===== src/rtl/mem_arbiter_rr.sv =====
// Two-port round-robin arbiter and sequencer for a shared single-port word memory.
// Each granted request runs a fixed IDLE -> ACC -> RESP sequence ending in a done pulse.
module mem_arbiter_rr #(
    parameter int unsigned ADRS_WIDTH = 2,
    parameter int unsigned WORD_DEPTH = 4,
    parameter int unsigned WORD_WIDTH = 8
) (
    input  logic                  clk,
    input  logic                  rst,
    input  logic                  req0,
    input  logic                  we0,
    input  logic [ADRS_WIDTH-1:0] adrs0,
    input  logic [WORD_WIDTH-1:0] wdata0,
    input  logic                  req1,
    input  logic                  we1,
    input  logic [ADRS_WIDTH-1:0] adrs1,
    input  logic [WORD_WIDTH-1:0] wdata1,
    output logic                  gnt0,
    output logic                  done0,
    output logic [WORD_WIDTH-1:0] rdata0,
    output logic                  err0,
    output logic                  gnt1,
    output logic                  done1,
    output logic [WORD_WIDTH-1:0] rdata1,
    output logic                  err1,
    output logic                  mem_en,
    output logic                  mem_we,
    output logic [ADRS_WIDTH-1:0] mem_adrs,
    output logic [WORD_WIDTH-1:0] mem_din,
    input  logic [WORD_WIDTH-1:0] mem_dout
);

    typedef enum logic [1:0] {StIdle, StAcc, StResp} state_e;

    state_e                state_q, state_d;
    logic                  prio_q, prio_d;
    logic                  id_q, id_d;
    logic                  we_q, we_d;
    logic [ADRS_WIDTH-1:0] adrs_q, adrs_d;
    logic [WORD_WIDTH-1:0] wdata_q, wdata_d;
    logic [1:0]            done_q, done_d;
    logic [1:0]            err_q, err_d;
    logic [WORD_WIDTH-1:0] rdata0_q, rdata0_d;
    logic [WORD_WIDTH-1:0] rdata1_q, rdata1_d;

    logic legal;
    logic elig0, elig1;
    logic grant_id;

    assign legal = (32'(adrs_q) < WORD_DEPTH);

    // A port whose done pulse is still high is not re-granted in that cycle.
    assign elig0 = req0 & ~done_q[0];
    assign elig1 = req1 & ~done_q[1];

    always_comb begin
        state_d  = state_q;
        prio_d   = prio_q;
        id_d     = id_q;
        we_d     = we_q;
        adrs_d   = adrs_q;
        wdata_d  = wdata_q;
        done_d   = 2'b00;
        err_d    = 2'b00;
        rdata0_d = rdata0_q;
        rdata1_d = rdata1_q;
        mem_en   = 1'b0;
        mem_we   = 1'b0;
        grant_id = 1'b0;

        case (state_q)
            StIdle: begin
                if (elig0 || elig1) begin
                    grant_id = (elig0 && elig1) ? prio_q : elig1;
                    id_d     = grant_id;
                    we_d     = grant_id ? we1 : we0;
                    adrs_d   = grant_id ? adrs1 : adrs0;
                    wdata_d  = grant_id ? wdata1 : wdata0;
                    prio_d   = ~grant_id;
                    state_d  = StAcc;
                end
            end
            StAcc: begin
                mem_en  = 1'b1;
                mem_we  = we_q & legal;
                state_d = StResp;
            end
            StResp: begin
                done_d[id_q] = 1'b1;
                err_d[id_q]  = ~legal;
                if (!we_q) begin
                    if (id_q) begin
                        rdata1_d = legal ? mem_dout : '0;
                    end else begin
                        rdata0_d = legal ? mem_dout : '0;
                    end
                end
                state_d = StIdle;
            end
            default: state_d = StIdle;
        endcase
    end

    always_ff @(posedge clk or posedge rst) begin
        if (rst) begin
            state_q  <= StIdle;
            prio_q   <= 1'b0;
            id_q     <= 1'b0;
            we_q     <= 1'b0;
            adrs_q   <= '0;
            wdata_q  <= '0;
            done_q   <= 2'b00;
            err_q    <= 2'b00;
            rdata0_q <= '0;
            rdata1_q <= '0;
        end else begin
            state_q  <= state_d;
            prio_q   <= prio_d;
            id_q     <= id_d;
            we_q     <= we_d;
            adrs_q   <= adrs_d;
            wdata_q  <= wdata_d;
            done_q   <= done_d;
            err_q    <= err_d;
            rdata0_q <= rdata0_d;
            rdata1_q <= rdata1_d;
        end
    end

    assign gnt0     = (state_q == StAcc || state_q == StResp) && !id_q;
    assign gnt1     = (state_q == StAcc || state_q == StResp) && id_q;
    assign done0    = done_q[0];
    assign done1    = done_q[1];
    assign err0     = err_q[0];
    assign err1     = err_q[1];
    assign rdata0   = rdata0_q;
    assign rdata1   = rdata1_q;
    assign mem_adrs = adrs_q;
    assign mem_din  = wdata_q;

endmodule


===== config.mk =====
export PLATFORM = sky130hd
export DESIGN_NAME = mem_arbiter_rr
export DESIGN_NICKNAME = d
export VERILOG_FILES = /design/src/rtl/mem_arbiter_rr.sv
export SDC_FILE = /design/constraint.sdc
export NUM_CORES = 1
export LEC_CHECK = 0
export CAP_MARGIN = 10
export CORE_MARGIN = 8
export CORE_UTILIZATION = 43
export DETAILED_ROUTE_END_ITERATION = 6
export PLACE_DENSITY = 0.83
export SYNTH_ARGS = -nofsm -noshare
export SYNTH_HDL_FRONTEND = slang
export SYNTH_SLANG_ARGS = --single-unit

===== constraint.sdc =====
create_clock -name clk -period 1.8 [get_ports clk]
set_clock_uncertainty 0.05 [all_clocks]
set_input_delay 0.18 -clock clk [delete_from_list [all_inputs] [get_ports clk]]
set_output_delay 0.18 -clock clk [all_outputs]
set_load 0.1 [all_outputs]

**The metal 3 layer**

Scale: 3 px per um.
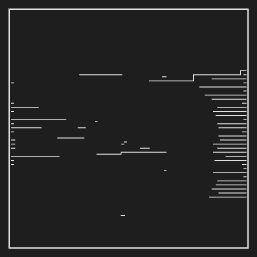
share of all routed wire: 8.4%
nets with wire on the layer: 51
longest straight run: 18.2 um
wire length on this layer: 388 um
main direction: horizontal

**Met2 routing**

Scale: 3 px per um. Cells faint in the background.
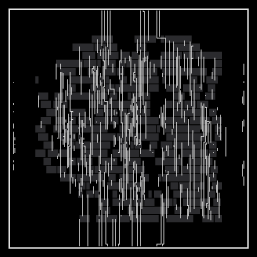
share of all routed wire: 45%
longest straight run: 35.0 um
wire length on this layer: 2100 um
nets with wire on the layer: 226

**Congestion heat map**

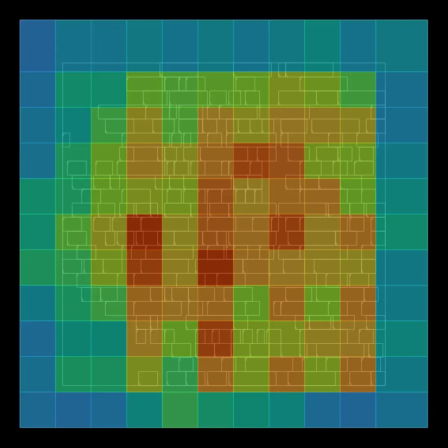
met1 Use GR: 0.181
final core utilization: 0.646
met2 Usage GRT: 0.251
Total GRT Usage: 0.156

==> impl_metrics.py <==
# Flow results
metrics = {
    "floorplan": {
        "coreArea_um2": 3910,
        "io_pins": 68,
        "fp_util": 0.437,
    },
    "route": {
        "wl_per_cell_um": 17.3,
        "wirelength_um": 4620,
        "drtIter0Drc": 25,
        "drcViolationCount": 0,
        "firstDrtPassIters": 4,
        "vias_per_cell": 5.24,
    },
    "sta": {
        "worst_slack_ps": 163,
        "fmax_mhz": 611,
        "setup_violations": 0,
        "hold_violations": 0,
        "final.period_utilization": 0.909,
    },
    "finish": {
        "drive_above_1_share": 0.378,
        "nNonClkBuffers": 76,
        "antenna_cells_inserted": 0,
        "final-seq-area_um2": 828,
        "fill_cells": 318,
        "sh_comb_area": 0.300,
        "nFlopsAndLatches": 33,
        "design_area_um2": 2530,
        "final_common_cell": "buf_4",
        "inv_count": 16,
        "mostFrequentLayoutCells": "buf_4 (37), clkdlybuf4s50_1 (33), dfrtp_1 (31)",
        "synthToLayoutAreaGrowth_pct": 48.0,
        "comb_area_um2": 759,
        "comb_cells": 84,
    },
    "setup_path": {
        "crit_arrival_ps": 1740,
        "rr_worst_depth": 6,
        "crit_cells": 6,
        "cp_cell_sequence": "inv_1 > ha_1 > nor2b_1 > and2_1 > buf_12 > mux2_2",
        "crit_fanout": 8,
        "critPathCapture": "rdata0[6]",
        "r2r_start": "state_q[0]",
        "cp.required_ps": 1910,
        "cp-end-kind": "flip-flop",
        "max_stage_delay_ps": 400,
        "crit_family": "flip-flops",
    },
    "global_routing": {
        "grt_pass1_wl_um": 7700,
        "grt_max_degree": 34,
        "antenna_found_initial": 0,
        "grt_overflow": 0,
    },
    "placed_design": {
        "post-place-ws_ps": 8.51,
        "gp_congestion": 0.752,
        "numPortBuffers": 65,
        "placedInstanceArea_um2": 2440,
    },
    "synth": {
        "synthArstFlopShare": 1.00,
        "synth_cells": 145,
        "yosysChipArea_um2": 1710,
        "synthTopCellsByCount": "dfrtp_1 (33), mux2_2 (17), inv_1 (16)",
        "yosys.area_share.simple": 0.104,
        "edf_count": 0,
        "synthAdderAreaFrac": 0.0293,
        "synth_top_area_share": 0.483,
        "synth_area_um2": 1710,
        "ys_sh_mux": 0.112,
        "xor_share": 0,
        "top_area_cell": "dfrtp_1",
        "numSynthFlops": 33,
        "aoi_share": 0.191,
    },
    "flow_run": {
        "cap_violations": 0,
    },
    "cts": {
        "cts-hold-fix-buffers": 0,
        "cts.htree.levels": 2,
        "cts_buffers": 5,
        "cts_tree": "built",
        "clockRootBuffer": "clkbuf_8",
        "cts_resized": 0,
        "clkTransAtPathRegs_ps": 70,
    },
    "run_status": {
        "status": "completed",
    },
    "worst_hold_path": {
        "hp-class": "in2async",
    },
}
metal layers:
layer	up-vias	share of wire	GRT usage
met4	0	0.024	0.0870
met1	671	0.44	0.181
met3	11	0.084	0.0474
li1	657	-	-
met2	60	0.45	0.251
met5	-	0	0
metrics by stage:
| step | hold WS (ps) | utilization | setup TNS, ps | instances |
|---|---|---|---|---|
| floorplan | 259 | - | -302 | 146 |
| global placement | 438 | 0.622 | 0 | 259 |
| detailed placement | 449 | 0.622 | 0 | 259 |
| CTS | 244 | 0.645 | 0 | 267 |
| global route | 312 | 0.646 | 0 | 267 |
| finish | 230 | 0.646 | 0 | 267 |
